**Run 1: signal wires on met1**

Drawn at 4 px/um. Supply wires on this layer in gray.
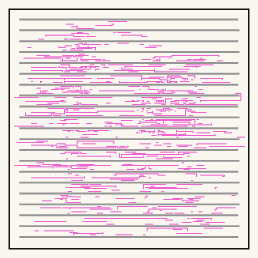
**Run 1: placement density heat map**

Drawn at 6 px/um. 12 x 12 tiles, from white (low) to dark blue (high), 0 to 100% covered.
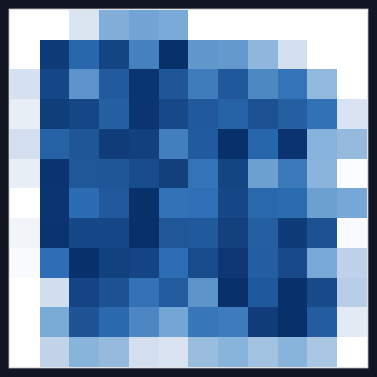
**Run 1: the metal 3 layer**

Drawn at 8 px/um. Cells faint in the background.
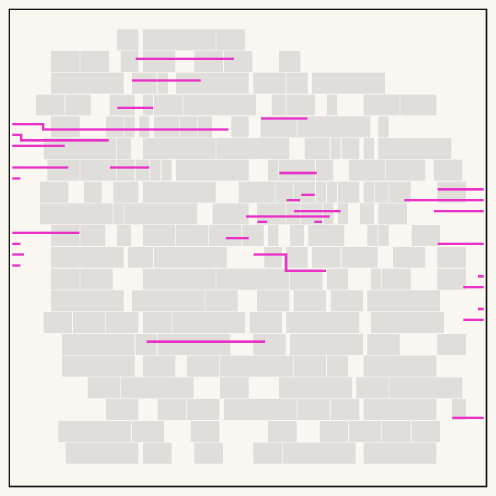
### src/rtl/tdm_demux_1_2.sv
// tdm_demux_1_2: frame-locked 1:2 TDM deserializer with framing-error tracking
module tdm_demux_1_2 #(
  parameter int WIDTH = 8
) (
  input  logic             clk,
  input  logic             rst_n,
  input  logic             din,
  input  logic             frame,
  input  logic             en,
  output logic [WIDTH-1:0] out0,
  output logic [WIDTH-1:0] out1,
  output logic             valid0,
  output logic             valid1,
  output logic             s0,
  output logic             locked,
  output logic             frame_err,
  output logic [7:0]       err_cnt
);
  localparam int CW = $clog2(WIDTH);
  localparam logic [CW-1:0] LAST = CW'(WIDTH - 1);
  typedef enum logic [1:0] {IDLE, SLOT0, SLOT1, CHECK} state_t;
  state_t state, state_nx;
  logic [CW-1:0] cnt, cnt_nx;
  logic [WIDTH-1:0] shift;
  logic done0, done1, err;
  assign s0 = state == SLOT1;
  assign locked = state != IDLE;
  // state and in-slot bit counter
  always_ff @(posedge clk or negedge rst_n) begin
    if (!rst_n) begin
      state <= IDLE;
      cnt <= '0;
    end else begin
      state <= state_nx;
      cnt <= cnt_nx;
    end
  end
  // next state; an early frame marker outranks word completion
  always_comb begin
    state_nx = state;
    cnt_nx = cnt;
    done0 = 1'b0;
    done1 = 1'b0;
    err = 1'b0;
    if (en)
      case (state)
        IDLE: if (frame) begin
          state_nx = SLOT0;
          cnt_nx = CW'(1);
        end
        SLOT0, SLOT1: if (frame && cnt != '0) begin
          err = 1'b1;
          state_nx = SLOT0;
          cnt_nx = CW'(1);
        end else if (cnt == LAST) begin
          done0 = state == SLOT0;
          done1 = state == SLOT1;
          cnt_nx = '0;
          state_nx = state == SLOT0 ? SLOT1 : CHECK;
        end else
          cnt_nx = cnt + 1'b1;
        default: if (frame) begin
          state_nx = SLOT0;
          cnt_nx = CW'(1);
        end else begin
          err = 1'b1;
          state_nx = IDLE;
          cnt_nx = '0;
        end
      endcase
  end
  // shift register, word outputs, strobes and saturating error count
  always_ff @(posedge clk or negedge rst_n) begin
    if (!rst_n) begin
      shift <= '0;
      out0 <= '0;
      out1 <= '0;
      valid0 <= 1'b0;
      valid1 <= 1'b0;
      frame_err <= 1'b0;
      err_cnt <= '0;
    end else begin
      valid0 <= done0;
      valid1 <= done1;
      frame_err <= err;
      if (en) shift <= {shift[WIDTH-2:0], din};
      if (done0) out0 <= {shift[WIDTH-2:0], din};
      if (done1) out1 <= {shift[WIDTH-2:0], din};
      if (err && err_cnt != 8'hFF) err_cnt <= err_cnt + 8'd1;
    end
  end
endmodule

### config.mk
export PLATFORM = sky130hd
export DESIGN_NAME = tdm_demux_1_2
export DESIGN_NICKNAME = d
export VERILOG_FILES = /design/src/rtl/tdm_demux_1_2.sv
export SDC_FILE = /design/constraint.sdc
export NUM_CORES = 1
export LEC_CHECK = 0
export CAP_MARGIN = 20
export CORE_MARGIN = 2
export CORE_UTILIZATION = 57
export CTS_BUF_LIST = sky130_fd_sc_hd__clkbuf_4 sky130_fd_sc_hd__clkbuf_8
export DETAILED_ROUTE_END_ITERATION = 12
export HOLD_SLACK_MARGIN = 0.1
export PLACE_DENSITY = 0.95
export SYNTH_ARGS = -nofsm -noshare
export SYNTH_HDL_FRONTEND = slang
export SYNTH_SLANG_ARGS = --single-unit
### constraint.sdc
create_clock -name clk -period 3.9 [get_ports clk]
set_clock_uncertainty 0.1 [all_clocks]
set_input_delay 1.17 -clock clk [delete_from_list [all_inputs] [get_ports clk]]
set_output_delay 1.17 -clock clk [all_outputs]
set_load 0.01 [all_outputs]
==> qor.csv, run 1 <==
metric,value,unit
# hold bufs at CTS,0,
Switching Power,366,uW
Lkg Pwr,1.03,nW
Min-Delay Path Depth,1,
Worst setup endpoint,locked,
unrepaired setup endpoints after global routing,no,
Final Hold Fails,0,
Yosys top cell by instances,dfrtp_1,
Placed Instances,199,
ys cells,134,
first-pass GRT wire length,5870,um
TritonRoute pass-1 iters,5,
"AND/OR/NAND/NOR Cells, Area Fraction",10.8,%
Synth async-reset ratio,100,%
CTS buffer count,5,
Seq. pwr,536,uW
Area Growth Syn to Fin,23.9,%
GRT Total Usage,22.5,%
clk buf depth,2,
Post-route DRC,0,
Reg power frac,49.2,%
yosys stat chip area,1750,um^2
post-synthesis register bit count,39,
combinational share of power,31.7,%
clk_lat worst skew,0.34,ns
"slowest stage cell, crit path",clkdlybuf4s50_1,
CTS tree,yes,
outcome,"complete, no violations",
gr ovfl total,0,
cell area after synthesis,1750,um^2
Combinational Power,345,uW
Pint,722,uW
post-synth top area share,55.6,%
distinct lib cells,33,
met3 GRT Util,7.21,%
Final Total Pwr,1.09,mW
P_clk,207,uW
uppermost layer routed,met4,
post-route cell area,2170,um^2
Max Slew Vio Count,0,
Mapped Nets,147,
Top cells by area,"dfrtp_1, mux2_2, ha_1",
Hold Path End,out1[2],
CP Cell Sequence,inv_1 > ha_1 > inv_1 > clkdlybuf4s50_1,
R2R Path End,err_cnt[4],
flop2flop setup slack,1.82,ns
largest power group,registers,
Post-DP Area,2120,um^2
most instantiated logic cell after routing,dfrtp_1,
IO buf count,33,
met3 routed WL,186,um
antenna cell count,0,
post_cts resized,0,
yosys warns,0,
Reg2Reg Depth,6,
Worst Min Path Start,out1[2],
GR Layer Usage met2,34.1,%
Slew @ Worst Pin,0.838,ns
Final ANT Viol Nets,0,
final net count,186,
pre-CTS WS,0.778,ns
Post-synth seq share,55.6,%
"slowest stage delay, CP",0.54,ns
initial antenna violation count,0,
GPL Wtd Cong,0.805,
critical path arrival,1.71,ns
synthesized instance count,134,
metal2 WL,1690,um
DPL Wire Length,2430,um
Commonest cells post-synth,"dfrtp_1, mux2_2, nand2_1",
ao+oa area frac,6.42,%
htree depth,2,
dominant kind of combinational cell,multiplexers,
# IOs,34,
clock root cell,clkbuf_4,
final setup margin,0.918,ns
Fill cells,205,
M1 wire length,1470,um
Iteration-0 DRC Markers,38,
tool warning count,30,
"most used cell, CP",inv_1,
Die H,59.5,um
mean post-synth cell area,13.1,um^2
Back to the opening pictures, 'signal wires on met1':
share of all routed wire: 43%
nets with wire on the layer: 165
main direction: horizontal
wire length on this layer: 1470 um
final wirelength: 3380 um
met1 Usage GRT: 30.1%
via count: 1204

Back to the opening pictures, 'placement density heat map':
tiles over 75% full: 48%
mean over tiles: 60%
emptiest ninth of the die: upper right
core area: 2980 um^2
final core utilization: 73.0%
fp_density: 58.9%

Back to the opening pictures, 'the metal 3 layer':
longest straight run: 23.0 um
main direction: horizontal

-- run 1: area by class of cell --
| cell class | instances | area, um^2 | share of cell area (%) |
|---|---|---|---|
| clock buffer | 6 | 45.0 | 2.07 |
| clock inverter | 2 | 12.5 | 0.576 |
| inverter | 9 | 33.8 | 1.55 |
| multi-input combinational | 84 | 732 | 33.7 |
| tap | 33 | 41.3 | 1.90 |
| sequential | 39 | 976 | 44.9 |
| timing repair buffer | 34 | 333 | 15.3 |
-- run 1: state kept, by name, summed over array words and instances, names as in the netlist --
name and count:
err_cnt 8, out0 8, out1 8, shift 7
cnt 3, state 2, frame_err 1, valid0 1
valid1 1
-- run 1: critical path: cells and delay by family, from the launching register on --
kind                       cells  cell delay (ns)
DFF                            1             0.42
buffers and inverters          3             0.73
adders and majority gates      1             0.22
==> run 2: changes to the inputs <==
--- a/config.mk
+++ b/config.mk
@@ -7,11 +7,11 @@
 export LEC_CHECK = 0
 export CAP_MARGIN = 20
 export CORE_MARGIN = 2
-export CORE_UTILIZATION = 57
+export CORE_UTILIZATION = 48
 export CTS_BUF_LIST = sky130_fd_sc_hd__clkbuf_4 sky130_fd_sc_hd__clkbuf_8
 export DETAILED_ROUTE_END_ITERATION = 12
 export HOLD_SLACK_MARGIN = 0.1
-export PLACE_DENSITY = 0.95
+export PLACE_DENSITY = 0.86
 export SYNTH_ARGS = -nofsm -noshare
 export SYNTH_HDL_FRONTEND = slang
 export SYNTH_SLANG_ARGS = --single-unit
==> constraint.sdc (replaced) <==
create_clock -name clk -period 2.7 [get_ports clk]
set_clock_uncertainty 0.1 [all_clocks]
set_input_delay 0.81 -clock clk [delete_from_list [all_inputs] [get_ports clk]]
set_output_delay 0.81 -clock clk [all_outputs]
set_load 0.01 [all_outputs]
==> run 2 against run 1 <==
Net effect: count of clock-buffer cells in the layout unchanged; final area up 3.6%; worst hold slack better by 0.00099 ns; first-iteration DRC count up 120%; largest power group unchanged; highest routed layer unchanged.
==> qor.csv, run 2 <==
metric,value,unit
TritonRoute pass-1 iters,4,
post-layout minimum cycle time,2.58,ns
# IOs,34,
synthesized instance count,134,
R2R Path End,err_cnt[4],
Mapped Nets,147,
Reg2Reg Depth,6,
# hold bufs at CTS,0,
tool warning count,30,
pre-CTS WS,0.0197,ns
Hold Path End,out0[0],
via count,1213,
dominant kind of combinational cell,multiplexers,
clk_lat worst skew,0.35,ns
Bufs and invs on worst path,3,
xor+xnor area frac,1.50,%
Commonest cells post-synth,"dfrtp_1, mux2_2, nand2_1",
Iteration-0 DRC Markers,83,
Highest Clock Rate,388,MHz
Post-route DRC,0,
Top Family by Delay on Critical Path,buffers and inverters,
Worst setup EP type,primary output,
final wirelength,3470,um
WP depth,4,
Critical Path RT,1.79,ns
GRT Total Usage,19.1,%
Worst setup SP type,register,
initial antenna violation count,0,
Final Hold Fails,0,
GPL Wtd Cong,0.787,
Die H,64.5,um
gr ovfl total,0,
Slew @ Worst Pin,0.842,ns
Reg power frac,43.6,%
average via count per standard cell,5.46,
sw frac,29.6,%
post-synth top area share,55.6,%
Top Registers,"err_cnt: 8 flops, out0: 8 flops, out1: 8 flops",
yosys warns,0,
"EDFF count, synth",0,
Min-Delay Path Depth,1,
Fill cells,257,
Commonest flop,dfrtp_1,
max cap viols,0,
Fin Hold WS,0.416,ns
Worst setup endpoint,locked,
Combinational Power,510,uW
mean post-synth cell area,13.1,um^2
Area Growth Syn to Fin,28.4,%
share of cells above drive strength 1,23.3,%
Slew HR,43.9,%
distinct lib cells,33,
Placed Instances,213,
Worst Hold Class,register to register,
post-synthesis register bit count,39,
"most used cell, CP",inv_1,
Worst R2R Start,state[0],
CTS tree,yes,
Post-CTS Setup Repair Bufs,0,
critical path arrival,1.67,ns
Lkg Pwr,1.06,nW
logic area,732,um^2
post-route cell area,2250,um^2
Max Slew Vio Count,0,
IO buf count,33,
total die size,4150,um^2
antenna cell count,0,
yosys stat chip area,1750,um^2
ao+oa area frac,6.42,%
DPL Wire Length,2540,um
largest net degree at the start of global routing,40,
unrepaired setup endpoints after global routing,no,
ys cells,134,
htree depth,2,
outcome,"complete, no violations",
yosys adder share,5.71,%
Final ANT Viol Nets,0,
Clock Power Share,27.6,%
leading area contributor after synthesis,dfrtp_1,
clock root cell,clkbuf_4,
"slowest stage delay, CP",0.53,ns
first-pass GRT wire length,6120,um
Post-DP Area,2140,um^2
Pint,1.24,mW
final setup margin,0.124,ns
post_cts resized,0,
final net count,188,
vias in the first global route,1255,
Layout Cells excl Fill,222,
Final Total Pwr,1.76,mW
Storage cell area,976,um^2
CP Cell Sequence,inv_1 > ha_1 > inv_1 > clkdlybuf4s50_1,
Top cells by area,"dfrtp_1, mux2_2, ha_1",
die width,64.5,um
Switching Power,522,uW
Yosys top cell by instances,dfrtp_1,
most frequent cells in the layout,"dfrtp_1, clkdlybuf4s50_1, mux2_2, nand2_1, inv_1",
most instantiated logic cell after routing,dfrtp_1,
Avg WL per Cell,15.6,um
CTS buffer count,5,
Critical Path Start,state[1],
flop2flop setup slack,0.61,ns
setup tns final,0,ns
combinational share of power,28.9,%
Worst Min Path Start,out0[0],
critical path class,register to primary output,
Post-synth seq share,55.6,%
"AND/OR/NAND/NOR Cells, Area Fraction",10.8,%
Seq. pwr,769,uW
"Reg clk slew, reported paths",0.11,ns
clk buf depth,2,
cell area after synthesis,1750,um^2
CP max FO,4,
Synth async-reset ratio,100,%
Cell Rows,21,
setup violators final,0,
peak supply drop,0.583,mV
"slowest stage cell, crit path",clkdlybuf4s50_1,
MUX share of area,17.3,%
Cell Pwr Density,784,nW/um^2
Final period util,95.4,%
largest power group,registers,
[run 2: cell types whose count changed in the layout (fill, tap and decap cells not counted), sizes merged]
cell | previous run | this run
clkinv | 1 | 0
clkinvlp | 1 | 0
bufinv | 0 | 2
buf | 2 | 4
[run 2: final cells by class]
| type | instances | share of cell area [%] |
|---|---|---|
| Multi-Input combinational cell | 84 | 32.5 |
| Clock buffer | 6 | 2.00 |
| Clock inverter | 2 | 2.67 |
| Tap cell | 46 | 2.56 |
| Timing Repair Buffer | 36 | 15.4 |
| Sequential cell | 39 | 43.3 |
| Inverter | 9 | 1.50 |
[run 2: routing by layer]
layer / vias to the layer above / GRT usage, % / wire (um)
li1: 562 / - / -
met1: 604 / 24.7 / 1510
met2: 37 / 31.9 / 1760
met3: 10 / 5.90 / 156
met4: 0 / 3.99 / 42
met5: - / 0 / 0
**Run 2: placement density heat map**

Drawn at 6 px/um. 6 x 6 tiles, from white (low) to dark blue (high), 0 to 100% covered.
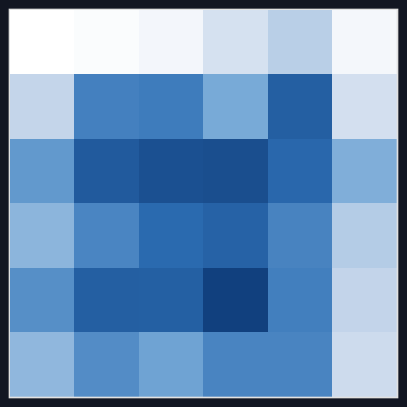
mean over tiles: 53%
densest ninth of the die: center
fullest tile: 94%
emptiest ninth of the die: upper left
tiles over 75% full: 28%
nearly empty tiles: 2.8%
core area: 3420 um^2
fp_density: 51.4%
final core utilization: 65.9%

**Run 2: clock wiring as the flow saved it**

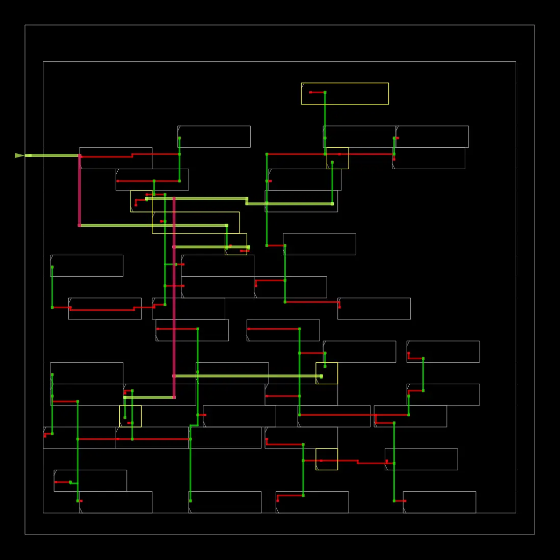
clock buf count: 6
CTS Sinks: 39
P_clk: 486 uW

Power and IR drop assume default switching activity.
